--- src/rtl/softmax_pkg.sv ---
// Shared types and helpers for the attention-score / softmax pipeline.
// Latency: n/a (package only).
// Backpressure: n/a (package only).
//
// Contents: FSM state enum for the row buffer stage, default score saturation
// bounds, and the sat_to_data() clamp used by the requant lane, the row-max
// subtractor and the softmax stage itself.
package softmax_pkg;

    typedef enum logic [1:0] {
        FILL  = 2'd0,
        WAIT  = 2'd1,
        DRAIN = 2'd2
    } state_t;

    // Default score width of the softmax datapath and its saturation bounds.
    localparam int SM_DATA_WIDTH = 8;
    localparam logic signed [SM_DATA_WIDTH-1:0] SAT_MIN = {1'b1, {(SM_DATA_WIDTH-1){1'b0}}};
    localparam logic signed [SM_DATA_WIDTH-1:0] SAT_MAX = {1'b0, {(SM_DATA_WIDTH-1){1'b1}}};

    // Width of the intermediate carried into sat_to_data(); callers sign-extend
    // their wide signed value to this width and truncate the result to dw bits.
    localparam int WIDE_W = 64;

    // Clamp a wide signed value into the signed range of a dw-bit number.
    function automatic logic signed [WIDE_W-1:0] sat_to_data(
        input logic signed [WIDE_W-1:0] v,
        input int unsigned              dw
    );
        logic signed [WIDE_W-1:0] lo;
        logic signed [WIDE_W-1:0] hi;
        lo = -(64'sd1 <<< (dw - 1));
        hi = (64'sd1 <<< (dw - 1)) - 64'sd1;
        if (v < lo) begin
            return lo;
        end
        if (v > hi) begin
            return hi;
        end
        return v;
    endfunction

endpackage

--- src/rtl/attn_score_premax_requant_lane.sv ---
// Requantizer: signed acc x unsigned scale, round half up, arithmetic shift, saturate to DATA_WIDTH.
// Latency: product registered 1 cycle after in_vld; rounded/saturated result is combinational from
//          that register and is meant to be captured by the caller (the row buffer is pipe stage 2).
// Backpressure: none; every in_vld beat emerges exactly one cycle later, caller must always accept.
//
// Ports: clk_p/rst_n clock and async active-low reset; in_vld/acc/scale/tag_in input beat with an
//        opaque sideband tag; out_vld/out_dat/tag_out the requantized beat and its tag.
module attn_score_premax_requant_lane
    import softmax_pkg::*;
#(
    parameter int ACC_WIDTH  = 32,
    parameter int MULT_WIDTH = 16,
    parameter int DATA_WIDTH = 8,
    parameter int SHIFT      = 8,
    parameter int TAG_WIDTH  = 1
) (
    input  logic                         clk_p,
    input  logic                         rst_n,
    input  logic                         in_vld,
    input  logic signed [ACC_WIDTH-1:0]  acc,
    input  logic        [MULT_WIDTH-1:0] scale,
    input  logic        [TAG_WIDTH-1:0]  tag_in,
    output logic                         out_vld,
    output logic signed [DATA_WIDTH-1:0] out_dat,
    output logic        [TAG_WIDTH-1:0]  tag_out
);

    // One extra bit so the unsigned multiplier can be treated as signed.
    localparam int PW = ACC_WIDTH + MULT_WIDTH + 1;
    localparam logic signed [PW-1:0] RND = PW'(1) <<< (SHIFT - 1);

    logic signed [PW-1:0] acc_x;
    logic signed [PW-1:0] scl_x;
    logic signed [PW-1:0] prod;
    logic signed [PW-1:0] prod_q;
    logic signed [PW-1:0] rounded;
    logic signed [PW-1:0] shifted;
    logic                 vld_q;
    logic [TAG_WIDTH-1:0] tag_q;

    always_comb begin
        acc_x = PW'(acc);
        scl_x = PW'($signed({1'b0, scale}));
        prod  = acc_x * scl_x;
    end

    always_ff @(posedge clk_p or negedge rst_n) begin
        if (!rst_n) begin
            vld_q  <= 1'b0;
            prod_q <= '0;
            tag_q  <= '0;
        end else begin
            vld_q <= in_vld;
            if (in_vld) begin
                prod_q <= prod;
                tag_q  <= tag_in;
            end
        end
    end

    // The product magnitude stays below 2^(PW-2), so adding the rounding bias cannot overflow.
    always_comb begin
        rounded = prod_q + RND;
        shifted = rounded >>> SHIFT;
        out_dat = DATA_WIDTH'(sat_to_data(WIDE_W'(shifted), DATA_WIDTH));
        out_vld = vld_q;
        tag_out = tag_q;
    end

endmodule

--- src/rtl/attn_score_premax.sv ---
// Softmax pre-stage: requantize a row of QK^T accumulators, buffer it, replay it as (score - row_max) <= 0.
// Latency: first output valid 3 cycles after the last element of a row is accepted, then 1 element/cycle.
// Backpressure: output register holds under out_ready=0; input stalled (in_ready=0) for whole WAIT/DRAIN.
//
// Ports: clk_p, rst_n (async active-low); scale_mult sampled with each row's first element;
//        acc_in/in_valid_n(active low)/in_ready input stream; score_out/out_valid_n(active low)/out_ready
//        output stream with out_row_last and out_mat_last qualifiers.
// Build option: define CAUSAL_MASK_EN to mask elements with col > row (forced to min, excluded from row max).
module attn_score_premax
    import softmax_pkg::*;
#(
    parameter int ACC_WIDTH  = 32,
    parameter int DATA_WIDTH = 8,
    parameter int MULT_WIDTH = 16,
    parameter int SHIFT      = 8,
    parameter int ROW_LEN    = 128,
    parameter int ROW_NUM    = 128
) (
    input  logic                         clk_p,
    input  logic                         rst_n,
    input  logic        [MULT_WIDTH-1:0] scale_mult,
    input  logic signed [ACC_WIDTH-1:0]  acc_in,
    input  logic                         in_valid_n,
    output logic                         in_ready,
    output logic signed [DATA_WIDTH-1:0] score_out,
    output logic                         out_valid_n,
    input  logic                         out_ready,
    output logic                         out_row_last,
    output logic                         out_mat_last
);

    localparam int IDX_W = (ROW_LEN > 1) ? $clog2(ROW_LEN) : 1;
    localparam int ROW_W = (ROW_NUM > 1) ? $clog2(ROW_NUM) : 1;
    localparam logic signed [DATA_WIDTH-1:0] D_MIN = {1'b1, {(DATA_WIDTH-1){1'b0}}};

    state_t                         state;
    state_t                         state_nxt;
    logic        [IDX_W-1:0]        col;
    logic        [IDX_W-1:0]        rd_idx;
    logic        [ROW_W-1:0]        row;
    logic        [MULT_WIDTH-1:0]   scale_q;
    logic                           wait_cnt;
    logic signed [DATA_WIDTH-1:0]   row_max;
    logic signed [DATA_WIDTH-1:0]   row_buf [ROW_LEN];
    logic                           out_vld;

    logic                           accept;
    logic                           col_last;
    logic        [MULT_WIDTH-1:0]   scale_cur;
    logic                           masked;
    logic                           lane_vld;
    logic signed [DATA_WIDTH-1:0]   lane_dat;
    logic        [IDX_W:0]          lane_tag;
    logic                           lane_masked;
    logic        [IDX_W-1:0]        lane_col;
    logic                           xfer;
    logic                           drain_done;
    logic                           load;
    logic        [IDX_W-1:0]        ld_idx;
    logic                           ld_last;
    logic signed [DATA_WIDTH:0]     diff;
    logic signed [DATA_WIDTH-1:0]   ld_score;

    // ---------------- input side ----------------
    always_comb begin
        accept   = (state == FILL) && !in_valid_n;
        col_last = (col == IDX_W'(ROW_LEN - 1));
        // First element of a row uses the live multiplier; the rest reuse the latched one.
        scale_cur = (col == '0) ? scale_mult : scale_q;
`ifdef CAUSAL_MASK_EN
        masked = (int'(col) > int'(row));
`else
        masked = 1'b0;
`endif
    end

    attn_score_premax_requant_lane #(
        .ACC_WIDTH  (ACC_WIDTH),
        .MULT_WIDTH (MULT_WIDTH),
        .DATA_WIDTH (DATA_WIDTH),
        .SHIFT      (SHIFT),
        .TAG_WIDTH  (IDX_W + 1)
    ) u_lane (
        .clk_p   (clk_p),
        .rst_n   (rst_n),
        .in_vld  (accept),
        .acc     (acc_in),
        .scale   (scale_cur),
        .tag_in  ({masked, col}),
        .out_vld (lane_vld),
        .out_dat (lane_dat),
        .tag_out (lane_tag)
    );

    assign lane_masked = lane_tag[IDX_W];
    assign lane_col    = lane_tag[IDX_W-1:0];

    // Row buffer: one write port fed by the lane, one read port for the drain.
    always_ff @(posedge clk_p) begin
        if (lane_vld) begin
            row_buf[lane_col] <= lane_masked ? D_MIN : lane_dat;
        end
    end

    // ---------------- output side ----------------
    always_comb begin
        xfer       = out_vld && out_ready;
        drain_done = (state == DRAIN) && xfer && out_row_last;
        // Element 0 is loaded on the last WAIT cycle, later ones as each transfer frees the register.
        load       = ((state == WAIT) && wait_cnt) ||
                     ((state == DRAIN) && xfer && !out_row_last);
        ld_idx     = (state == WAIT) ? '0 : rd_idx;
        ld_last    = (ld_idx == IDX_W'(ROW_LEN - 1));
        // One extra bit keeps (masked min - row_max) representable before the clamp.
        diff       = {row_buf[ld_idx][DATA_WIDTH-1], row_buf[ld_idx]} -
                     {row_max[DATA_WIDTH-1], row_max};
        ld_score   = DATA_WIDTH'(sat_to_data(WIDE_W'(diff), DATA_WIDTH));
    end

    // ---------------- FSM ----------------
    always_ff @(posedge clk_p or negedge rst_n) begin
        if (!rst_n) begin
            state <= FILL;
        end else begin
            state <= state_nxt;
        end
    end

    always_comb begin
        state_nxt = state;
        in_ready  = 1'b0;
        case (state)
            FILL: begin
                in_ready = 1'b1;
                if (accept && col_last) begin
                    state_nxt = WAIT;
                end
            end
            WAIT: begin
                // Cycle 1 lets the final product reach the buffer, cycle 2 sees the final row_max.
                if (wait_cnt) begin
                    state_nxt = DRAIN;
                end
            end
            DRAIN: begin
                if (drain_done) begin
                    state_nxt = FILL;
                end
            end
            default: begin
                state_nxt = FILL;
            end
        endcase
    end

    // ---------------- counters, row max and output register ----------------
    always_ff @(posedge clk_p or negedge rst_n) begin
        if (!rst_n) begin
            col          <= '0;
            rd_idx       <= '0;
            row          <= '0;
            scale_q      <= '0;
            wait_cnt     <= 1'b0;
            row_max      <= D_MIN;
            out_vld      <= 1'b0;
            score_out    <= '0;
            out_row_last <= 1'b0;
            out_mat_last <= 1'b0;
        end else begin
            if (accept) begin
                col <= col_last ? '0 : col + 1'b1;
                if (col == '0) begin
                    scale_q <= scale_mult;
                end
            end

            wait_cnt <= (state == WAIT) ? ~wait_cnt : 1'b0;

            if (lane_vld && !lane_masked && (lane_dat > row_max)) begin
                row_max <= lane_dat;
            end

            if (load) begin
                out_vld      <= 1'b1;
                score_out    <= ld_score;
                out_row_last <= ld_last;
                out_mat_last <= ld_last && (row == ROW_W'(ROW_NUM - 1));
                rd_idx       <= ld_idx + 1'b1;
            end else if (xfer) begin
                out_vld      <= 1'b0;
                out_row_last <= 1'b0;
                out_mat_last <= 1'b0;
            end

            if (drain_done) begin
                row_max <= D_MIN;
                row     <= (row == ROW_W'(ROW_NUM - 1)) ? '0 : row + 1'b1;
            end
        end
    end

    assign out_valid_n = ~out_vld;

endmodule

--- config.mk ---
export PLATFORM = sky130hd
export DESIGN_NAME = attn_score_premax
export DESIGN_NICKNAME = d
export VERILOG_FILES = /design/src/rtl/softmax_pkg.sv /design/src/rtl/attn_score_premax_requant_lane.sv /design/src/rtl/attn_score_premax.sv
export SDC_FILE = /design/constraint.sdc
export NUM_CORES = 2
export LEC_CHECK = 0
export ABC_AREA = 1
export CORE_MARGIN = 8
export CORE_UTILIZATION = 64
export CTS_CLUSTER_SIZE = 10
export DETAILED_ROUTE_END_ITERATION = 6
export PLACE_DENSITY = 0.82
export SETUP_SLACK_MARGIN = 0.2
export SLEW_MARGIN = 5
export SYNTH_ARGS = -nofsm -noshare
export SYNTH_HDL_FRONTEND = slang
export SYNTH_SLANG_ARGS = --single-unit
export TNS_END_PERCENT = 10
--- constraint.sdc ---
create_clock -name clk_p -period 11.2 [get_ports clk_p]
set_input_delay 2.24 -clock clk_p [delete_from_list [all_inputs] [get_ports clk_p]]
set_output_delay 2.24 -clock clk_p [all_outputs]
set_load 0.02 [all_outputs]
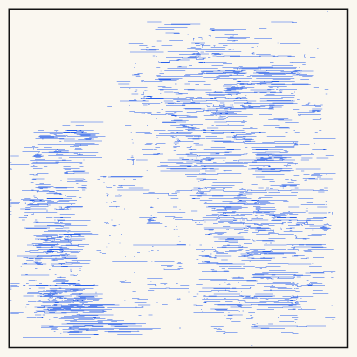
m3.png
(1 px per um)
wire length on this layer	19500 um
main direction	horizontal
longest straight run	79.1 um
share of all routed wire	11%
nets with wire on the layer	761

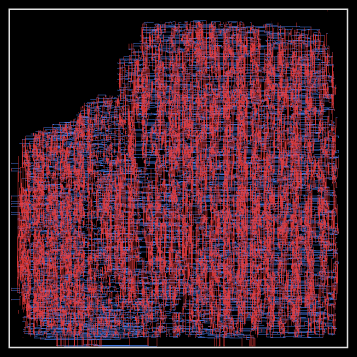
layers.png
(1 px per um) Only two layers are drawn.
color	layer	wire length
red	M2	86.4 mm
blue	M1	63.2 mm
routed len/inst: 22.9 um
DR vias: 48876

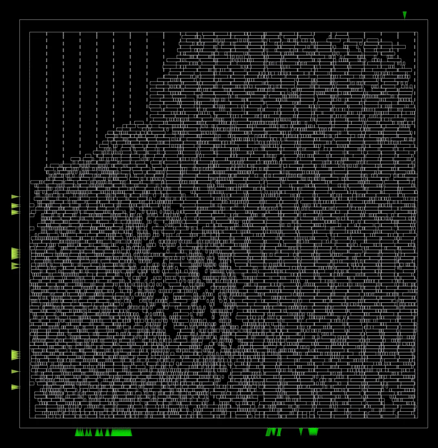
placed.png
Core Region: 102000 sq um
num rows: 117

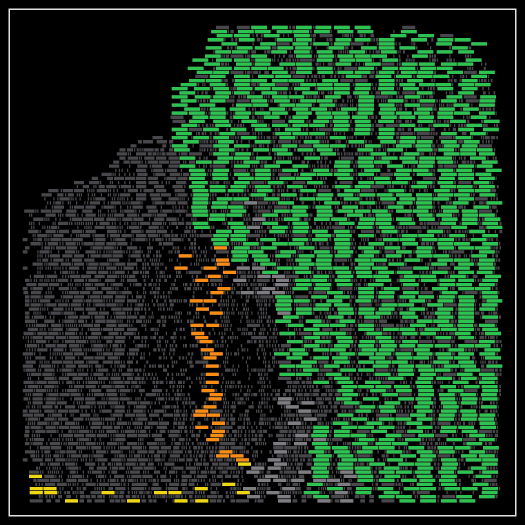
ff_map.png
(1.5 px per um) Other sequential cells in the stronger gray, the rest of the logic in the fainter gray.
color	signal	placed flops
orange	u_lane.prod_q	42
yellow	scale_q	16
green	row_buf	1024
not colored	51

==> metrics.yaml <==
clock-root-buffer: "clkbuf_16"
grt_max_degree: 190
mi_logic_area_sq_um: 28200
synth_seq_share_pct: 50.9
top_area_share_pct: 46.7
synth_flops: 1133
crit_cells: 23
drv_cap: 0
grt_pass1_vias: 49852
cts_buffer_depth: 3
yosysTopAreaCell: "edfxtp_1"
crit_path_top_delay_cell: "clkinv_1"
grt_pass1_wl_um: 277000
worst_pin_slew_ns: 1.29
comb_area_share_pct: 39.6
port-buffer-count: 63
setup_tns_ns: 0
filler_cell_count: 7098
slew_headroom_pct: 12.4
inv_count: 790
synthArstFlopShare_pct: 9.62
period_minus_slack_ns: 9.56
ys_warn_count: 0
gr-total-overflow: 0
ant_nets: 0
critPathMostFrequentCell: "fa_1"
die_w_um: 337
edf_count: 1024
min_path_cells: 1
clockBufferCount: 167
synth.logic.top_family: "adder cells"
final_util_pct: 70.0
die_h_um: 337
seq_share_pct: 46.9
outcome: "finished, final reports clean"
crit_buf_inv: 7
drc: 0
initial_core_util_pct: 64.6
warning_count: 41
synth-compound-area-share_pct: 9.03
[cells in the final DEF (no fill, tap or decap), types with 20 or more instances in the layout]
master / instances
edfxtp_1: 1024
a21oi_1: 373
ha_1: 136
clkbuf_16: 135
o22ai_1: 72
o211ai_1: 50
xor2_1: 32
a22oi_1: 29
fa_1: 488
clkinv_1: 20
a31oi_1: 31
buf_4: 55
dfrtp_1: 108
nor2_1: 738
inv_1: 758
clkbuf_1: 30
xnor2_1: 32
nand2_1: 1440
o21ai_0: 361
a32o_1: 39
nand3_1: 220
nand4_1: 32
nor3_1: 21
clkdlybuf4s50_1: 62
[sequential cells by signal, indices dropped and copies added (netlist names)]
name            flops
row_buf          1024
u_lane.prod_q      42
scale_q            16
row_max             8
score_out           8
col                 7
rd_idx              7
row                 7
u_lane.tag_out      7
state               2
out_mat_last        1
out_row_last        1
out_vld             1
u_lane.out_vld      1
wait_cnt            1
[worst max path at each step]
stage	startpoint	to	slack, ns
after global placement	scale_mult[8]	u_lane.prod_q[33]$_DFFE_PN0P_	1.06
after global routing	scale_mult[8]	u_lane.prod_q[35]$_DFFE_PN0P_	1.29
after detailed placement	scale_mult[8]	u_lane.prod_q[33]$_DFFE_PN0P_	1.02
final	scale_mult[8]	u_lane.prod_q[33]$_DFFE_PN0P_	1.64
after floorplan	u_lane.prod_q[9]$_DFFE_PN0P_	row_max[7]$_DFFE_PN1P_	3.00
after CTS	scale_mult[8]	u_lane.prod_q[35]$_DFFE_PN0P_	1.77
[metal layers]
metal  part of all wire (%)  GRT usage, %  vias up
met5                      0             0        -
met4                    6.1          17.2        0
met3                     11          5.74      717
met2                     48          52.3     3225
met1                     35          39.8    23609
li1                       -             -    21325
